`src/rtl/fix_parser_pkg.sv`:
```
// Shared constants, lexer state type and byte-class helper for the FIX tag/value lexer.
package fix_parser_pkg;

    localparam logic [7:0]  ASCII_SOH    = 8'h01;
    localparam logic [7:0]  ASCII_EQ     = 8'h3D;
    localparam logic [7:0]  ASCII_0      = 8'h30;
    localparam logic [7:0]  ASCII_9      = 8'h39;
    localparam logic [15:0] TAG_CHECKSUM = 16'h3130;

    typedef enum logic [2:0] {
        S_TAG      = 3'd0,
        S_VALUE    = 3'd1,
        S_EMIT_TAG = 3'd2,
        S_GAP1     = 3'd3,
        S_EMIT_VAL = 3'd4,
        S_GAP2     = 3'd5,
        S_SYNC     = 3'd6
    } lexer_state_t;

    function automatic logic is_digit(input logic [7:0] b);
        return (b >= ASCII_0) && (b <= ASCII_9);
    endfunction

endpackage

```
`src/rtl/fix_checksum_acc.sv`:
```
// Running FIX checksum, per-field snapshot and decimal parse of the tag-10 value.
module fix_checksum_acc
    import fix_parser_pkg::*;
(
    input  logic       clk,
    input  logic       rst,
    input  logic [7:0] byte_i,
    input  logic       add_i,
    input  logic       commit_i,
    input  logic       dec_i,
    input  logic       clear_i,
    output logic       err_o
);

    logic [7:0] sum_q;
    logic [7:0] snap_q;
    logic [9:0] dec_q;
    logic [5:0] dec_cnt_q;
    logic       dec_bad_q;
    logic [9:0] dec_next;

    assign dec_next = 10'(dec_q * 10'd10) + {6'b0, byte_i[3:0]};

    always_ff @(posedge clk or negedge rst) begin
        if (!rst) begin
            sum_q     <= '0;
            snap_q    <= '0;
            dec_q     <= '0;
            dec_cnt_q <= '0;
            dec_bad_q <= 1'b0;
        end else if (clear_i) begin
            sum_q     <= '0;
            snap_q    <= '0;
            dec_q     <= '0;
            dec_cnt_q <= '0;
            dec_bad_q <= 1'b0;
        end else begin
            if (add_i)
                sum_q <= sum_q + byte_i;
            // Snapshot includes the field-terminating SOH presented this cycle
            if (commit_i)
                snap_q <= sum_q + byte_i;
            if (dec_i) begin
                if (is_digit(byte_i))
                    dec_q <= dec_next;
                else
                    dec_bad_q <= 1'b1;
                if (dec_cnt_q != '1)
                    dec_cnt_q <= dec_cnt_q + 6'd1;
            end
        end
    end

    assign err_o = dec_bad_q || (dec_cnt_q != 6'd3) || (dec_q != {2'b00, snap_q});

endmodule

```
`src/rtl/fix_parser_lexer.sv`:
```
// Splits a raw FIX byte stream into tag and value bursts and validates the tag-10 checksum.
module fix_parser_lexer
    import fix_parser_pkg::*;
#(
    parameter int unsigned MAX_TAG_BYTES = 4,
    parameter int unsigned MAX_VAL_BYTES = 32
) (
    input  logic       clk,
    input  logic       rst,
    input  logic [7:0] byte_i,
    input  logic       byte_valid_i,
    output logic       ready_o,
    output logic [7:0] data_o,
    output logic       start_tag_o,
    output logic       start_value_o,
    output logic       checksum_valid_o,
    output logic       checksum_err_o,
    output logic       frame_err_o
);

    localparam int unsigned TCW = $clog2(MAX_TAG_BYTES + 1);
    localparam int unsigned VCW = $clog2(MAX_VAL_BYTES + 1);
    localparam int unsigned TIW = (MAX_TAG_BYTES > 1) ? $clog2(MAX_TAG_BYTES) : 1;
    localparam int unsigned VIW = (MAX_VAL_BYTES > 1) ? $clog2(MAX_VAL_BYTES) : 1;
    localparam logic [TCW-1:0] TAG_MAX = TCW'(MAX_TAG_BYTES);
    localparam logic [VCW-1:0] VAL_MAX = VCW'(MAX_VAL_BYTES);

    lexer_state_t   state_q, state_d;
    logic [TCW-1:0] tag_cnt_q, tag_cnt_d;
    logic [VCW-1:0] val_cnt_q, val_cnt_d;
    logic [VCW-1:0] idx_q, idx_d;
    logic           sync_exit_q, sync_exit_d;
    logic           ferr_q, ferr_d;
    logic           cvld_q, cvld_d;
    logic           cerr_q, cerr_d;
    logic [7:0]     tag_buf_q [MAX_TAG_BYTES];
    logic [7:0]     val_buf_q [MAX_VAL_BYTES];

    logic accept, is_dig, is_eq, is_soh, is_cs, err;
    logic tag_we, val_we;
    logic cs_add, cs_commit, cs_dec, cs_clear, cs_err;

    assign ready_o = rst && ((state_q == S_TAG) || (state_q == S_VALUE) || (state_q == S_SYNC));
    assign accept  = byte_valid_i && ready_o;
    assign is_dig  = is_digit(byte_i);
    assign is_eq   = (byte_i == ASCII_EQ);
    assign is_soh  = (byte_i == ASCII_SOH);
    assign is_cs   = (tag_cnt_q == TCW'(2)) && ({tag_buf_q[0], tag_buf_q[1]} == TAG_CHECKSUM);

    fix_checksum_acc u_checksum (
        .clk      (clk),
        .rst      (rst),
        .byte_i   (byte_i),
        .add_i    (cs_add),
        .commit_i (cs_commit),
        .dec_i    (cs_dec),
        .clear_i  (cs_clear),
        .err_o    (cs_err)
    );

    always_comb begin
        state_d     = state_q;
        tag_cnt_d   = tag_cnt_q;
        val_cnt_d   = val_cnt_q;
        idx_d       = idx_q;
        sync_exit_d = sync_exit_q;
        ferr_d      = 1'b0;
        cvld_d      = 1'b0;
        cerr_d      = 1'b0;
        tag_we      = 1'b0;
        val_we      = 1'b0;
        err         = 1'b0;
        cs_add      = 1'b0;
        cs_commit   = 1'b0;
        cs_dec      = 1'b0;
        cs_clear    = 1'b0;
        case (state_q)
            S_TAG: if (accept) begin
                cs_add = 1'b1;
                if (is_dig && (tag_cnt_q < TAG_MAX)) begin
                    tag_we    = 1'b1;
                    tag_cnt_d = tag_cnt_q + TCW'(1);
                end else if (is_eq && (tag_cnt_q != '0)) begin
                    state_d = S_VALUE;
                end else begin
                    err = 1'b1;
                end
            end
            S_VALUE: if (accept) begin
                if (is_soh) begin
                    if (val_cnt_q == '0) begin
                        err = 1'b1;
                    end else begin
                        state_d = S_EMIT_TAG;
                        idx_d   = '0;
                        if (is_cs) begin
                            cvld_d   = 1'b1;
                            cerr_d   = cs_err;
                            cs_clear = 1'b1;
                        end else begin
                            cs_add    = 1'b1;
                            cs_commit = 1'b1;
                        end
                    end
                end else if (val_cnt_q < VAL_MAX) begin
                    val_we    = 1'b1;
                    val_cnt_d = val_cnt_q + VCW'(1);
                    // Checksum digits are parsed, not summed
                    if (is_cs)
                        cs_dec = 1'b1;
                    else
                        cs_add = 1'b1;
                end else begin
                    err = 1'b1;
                end
            end
            S_EMIT_TAG: begin
                if ((idx_q + VCW'(1)) == VCW'(tag_cnt_q)) begin
                    state_d = S_GAP1;
                    idx_d   = '0;
                end else begin
                    idx_d = idx_q + VCW'(1);
                end
            end
            S_GAP1: state_d = S_EMIT_VAL;
            S_EMIT_VAL: begin
                if ((idx_q + VCW'(1)) == val_cnt_q) begin
                    state_d = S_GAP2;
                    idx_d   = '0;
                end else begin
                    idx_d = idx_q + VCW'(1);
                end
            end
            S_GAP2: begin
                state_d   = S_TAG;
                tag_cnt_d = '0;
                val_cnt_d = '0;
            end
            S_SYNC: begin
                cs_add = accept;
                if (sync_exit_q || (accept && is_soh)) begin
                    state_d     = S_TAG;
                    sync_exit_d = 1'b0;
                end
            end
            default: state_d = S_TAG;
        endcase
        // An SOH that is itself the bad byte already marks the next field boundary
        if (err) begin
            state_d     = S_SYNC;
            ferr_d      = 1'b1;
            cs_clear    = 1'b1;
            tag_cnt_d   = '0;
            val_cnt_d   = '0;
            sync_exit_d = is_soh;
        end
    end

    always_ff @(posedge clk or negedge rst) begin
        if (!rst) begin
            state_q     <= S_TAG;
            tag_cnt_q   <= '0;
            val_cnt_q   <= '0;
            idx_q       <= '0;
            sync_exit_q <= 1'b0;
            ferr_q      <= 1'b0;
            cvld_q      <= 1'b0;
            cerr_q      <= 1'b0;
        end else begin
            state_q     <= state_d;
            tag_cnt_q   <= tag_cnt_d;
            val_cnt_q   <= val_cnt_d;
            idx_q       <= idx_d;
            sync_exit_q <= sync_exit_d;
            ferr_q      <= ferr_d;
            cvld_q      <= cvld_d;
            cerr_q      <= cerr_d;
        end
    end

    always_ff @(posedge clk or negedge rst) begin
        if (!rst) begin
            for (int unsigned i = 0; i < MAX_TAG_BYTES; i++)
                tag_buf_q[i] <= '0;
            for (int unsigned i = 0; i < MAX_VAL_BYTES; i++)
                val_buf_q[i] <= '0;
        end else begin
            if (tag_we)
                tag_buf_q[tag_cnt_q[TIW-1:0]] <= byte_i;
            if (val_we)
                val_buf_q[val_cnt_q[VIW-1:0]] <= byte_i;
        end
    end

    always_comb begin
        data_o = '0;
        case (state_q)
            S_EMIT_TAG: data_o = tag_buf_q[idx_q[TIW-1:0]];
            S_EMIT_VAL: data_o = val_buf_q[idx_q[VIW-1:0]];
            default:    data_o = '0;
        endcase
    end

    assign start_tag_o      = (state_q == S_EMIT_TAG);
    assign start_value_o    = (state_q == S_EMIT_VAL);
    assign checksum_valid_o = cvld_q;
    assign checksum_err_o   = cerr_q;
    assign frame_err_o      = ferr_q;

endmodule

```
`config.mk`:
```
export PLATFORM = sky130hd
export DESIGN_NAME = fix_parser_lexer
export DESIGN_NICKNAME = d
export VERILOG_FILES = /design/src/rtl/fix_parser_pkg.sv /design/src/rtl/fix_checksum_acc.sv /design/src/rtl/fix_parser_lexer.sv
export SDC_FILE = /design/constraint.sdc
export NUM_CORES = 1
export LEC_CHECK = 0
export CAP_MARGIN = 30
export CORE_MARGIN = 5
export CORE_UTILIZATION = 65
export CTS_CLUSTER_DIAMETER = 30
export DETAILED_ROUTE_END_ITERATION = 10
export PLACE_DENSITY = 0.82
export SLEW_MARGIN = 0
export SYNTH_ARGS = -nofsm -noshare
export SYNTH_HDL_FRONTEND = slang
export SYNTH_HIERARCHICAL = 1
export SYNTH_SLANG_ARGS = --single-unit
```
`constraint.sdc`:
```
create_clock -name clk -period 4.38 [get_ports clk]
set_input_delay 0.876 -clock clk [delete_from_list [all_inputs] [get_ports clk]]
set_output_delay 0.876 -clock clk [all_outputs]
set_load 0.05 [all_outputs]
```
### Metal 1

Cells faint in the background.
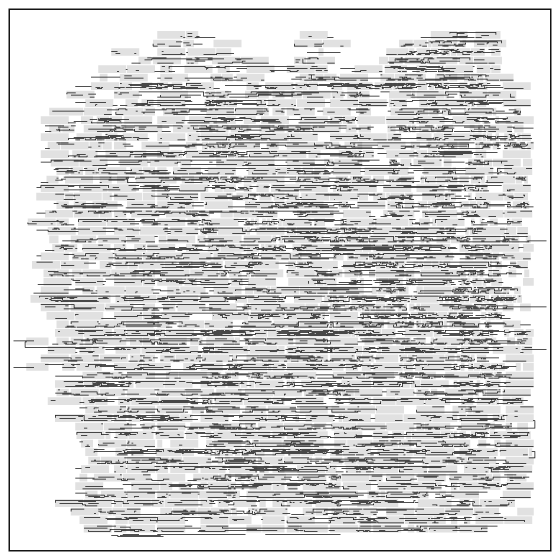
- main direction: horizontal
- wire length on this layer: 17800 um
- nets with wire on the layer: 1319
- share of all routed wire: 41%

### Met2 routing

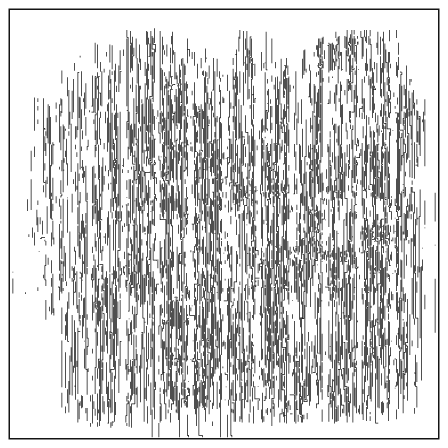
- share of all routed wire: 48%
- nets with wire on the layer: 1294
- wire length on this layer: 21.0 mm
- longest straight run: 56.3 um

### Metal 4

Cells faint in the background.
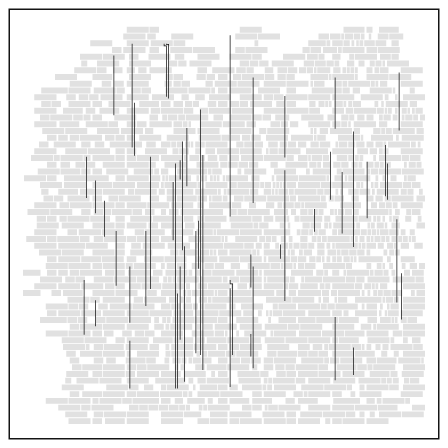
- share of all routed wire: 3.5%
- main direction: vertical

==> GITHUB_STEP_SUMMARY <==
### Yosys + OpenROAD results

| Metric | Value |
|---|---|
| Gates resized, CTS repair | 0 |
| Invs w/o clock | 19 |
| P_int | 0.00819 W |
| Largest net degree at the start of global routing | 177 |
| R2R Setup Slk | 1.16 ns |
| Adder share | 0.0261 |
| Final total power | between 0.01 and 0.015 W |
| Sw Share | 0.309 |
| Clk_buf instances | between 80 and 90 |
| Post-Syn Instances | 1314 |
| CP Class | flop to output pin |
| Total gr overflow | 0 |
| Post-layout util | 0.778 |
| Fraction of layout instances using a drive strength above 1 | 0.363 |
| Diodes inserted | 0 |
| Routed Antenna Nets | 0 |
| Register area | between 8000 and 9000 um^2 |
| Met1 Use GR | 0.400 |
| Top reg by flops | val_buf_q |
| Highest-count logic cell in the final layout | dfrtp_1 |
| Logic cell area | 8160 um^2 |
| Filler cells | 1466 |
| Worst path depth | 6 |
| Area post-placement | about 18000 um^2 |
| Worst relative slew slack | 0.373 |
| Biggest consumer | the clock network |
| CP max stage delay | between 0.6 and 0.7 ns |
| Buffers excl. clock | 46 |
| First-pass iteration count of the detailed router | 5 |
| Mux area share | 0.279 |
| Seq power | 0.00367 W |
| Hold Crit Class | input port to asynchronous set/reset pin |
| R2R depth | 9 |
| Complex Gates by Area | 0.0721 |
| Flop pwr share | 0.309 |
| Post-Syn Nets | ~1400 |
| First-pass GRT wire length | 70.6 mm |
| Post-synth ARST share | 1.00 |
| CP endpoint | data_o[5] |
| Yosys Chip Area | 17200 um^2 |
| Largest type area fraction | 0.500 |
| Slowest CP cell | dfrtp_1 |
| Worst slew pin tran | ~0.94 ns |
| Most common library cells after synthesis | dfrtp_1 (343), mux2_2 (274), nand2_1 (74), clkbuf_1 (64), mux4_2 (56) |
| Top comb family, area | multiplexers |
| Layout area overhead | 18.0% |
| Ys cells | 1314 |
| Pleak | 9.80 nW |
| Post CTS Setup Buffer Count | 0 |
| Number of global-route vias before repair | 12600 |
| CTS buffer count | 72 |
| CTS Root Cell | clkbuf_16 |
| Die height | 173 um |
| Logic gate share of total power | 0.223 |
| Final setup fails | 0 |
| Row cnt | between 50 and 60 |
| Worst EP arrival | 3.45 ns |
| Met2 Wirelength | 21.0 mm |
| Met3 GRT Util | 0.0679 |
| Latency at later pin | 0.57 ns |
| Reg clk slew, reported paths | 0.05 ns |
| Initial drt markers | 1175 |
| Total Routing Usage GR | 0.295 |
| HPWL after DPL | 25.6 mm |
| Routed vias/inst | 6.71 |
| Layout clock area frac | 0.124 |
| Io pins | 25 |
| Finished Layout Cells | 1741 |
| Fraction of area in multi-input gates | 0.402 |
| Status | finished, final reports clean |
| I/O Buffers | 24 |
| Chip Width | about 170 um |
| Buffer share of cell area | 0.0259 |
| Sequential share of the synthesized area | 0.500 |
| Worst path bufs/invs | 1 |
| Avg WL per Cell | 25.0 um |
| XOR/XNOR Area Share | 0.0205 |
| WL final | 43.6 mm |
| Clk. pwr | 0.00555 W |
| Dominant class by area | flip-flops and latches |
| Gpl congestion | 0.843 |
| Wl on met1 | 17.8 mm |
| Total length of routed met3 wires | 3.17 mm |
| IR drop worst, VDD | ~0.54 mV |
| Seq area share | 0.424 |
| Met2 Track Usage GR | 0.463 |
| Sw Pwr | 0.00366 W |
| Antenna violations before repair | 1 |
| PnR worst setup slack | 0.0521 ns |
| Max-slew violation count | 0 |
| Pre-CTS setup slack | 0.335 ns |
| Clock buffer depth | 3 |
| Crit path cell chain | nand2_1 > o221ai_1 > o22ai_1 > a211oi_1 > a221o_1 > buf_12 |
| Sinks on the clock net | roughly 340 |
| CP Launch Point | idx_q[2]$_DFFE_PN0P_ |
| Combinational gates | around 870 |
| Startpoint types | flop |
| Hold-fix buffers, CTS | 0 |
| Placed cell count | 1609 |
| Distinct lib cells used | 77 |
| CTS tree | done |
| P per Cell Area | 585 nW/um^2 |
| CP Capture Type | output pin |
| Post-synth EDFFs | 0 |
| Tmin final | 4.33 ns |
| Crit path required time | 3.50 ns |
| Cell area after layout | 20300 um^2 |
| Cell with the most instances after synthesis | dfrtp_1 |
| # Taps | 335 |
| Final nets | approximately 1400 |
| Critical path fanouts, max | 16 |
| R2r startpoint | state_q[2]$_DFFE_PN0P_ |
| CORE AREA | 26100 um^2 |
| WHS | between 0.2 and 0.25 ns |
| Max FFs per register | 256 |
| Fp util | 0.659 |
| RSZ-0062 raised after global routing | false |
| DRC | 0 |
| Tool Warnings | 34 |
| Top flop regs | val_buf_q: 256 flops, tag_buf_q: 32 flops, u_checksum/dec_q: 10 flops |
| Final Cycle Share | 0.988 |
| Most frequent cells in the layout | dfrtp_1 (341), mux2_2 (274), nand2_1 (74), clkbuf_16 (73), mux4_2 (56) |
| CP top delay family | AND-OR/OR-AND gates |
| Mapped cell area | 17200 um^2 |
| Fmax | roughly 230 MHz |
| Biggest area consumer among synthesized cells | dfrtp_1 |
| Routed via count | between 10000 and 15000 |
| Comb. pwr | approximately 0.0026 W |
| Synth warnings | 6 |
| Layer with the highest usage | met2 |
| Top FF cell, synth | dfrtp_1 |
| Mean Syn Cell Area | 13.1 um^2 |
| Cell area leaders | dfrtp_1 (50%), mux2_2 (18%), mux4_2 (7.3%), mux2i_1 (2.5%), ha_1 (2.3%) |
| Flops | 343 |
| Clk_skew | 0.0223 ns |
| Flops after synth | 343 |
| Terminus of the critical flop-to-flop path | u_checksum/dec_cnt_q[5]$_DFFE_PN0P_ |
| Clock power frac | 0.468 |
| Endpoints failing hold | 0 |
| Setup TNS | 0 ns |
Power figures rest on the tool's default switching activity, not on a simulated workload.
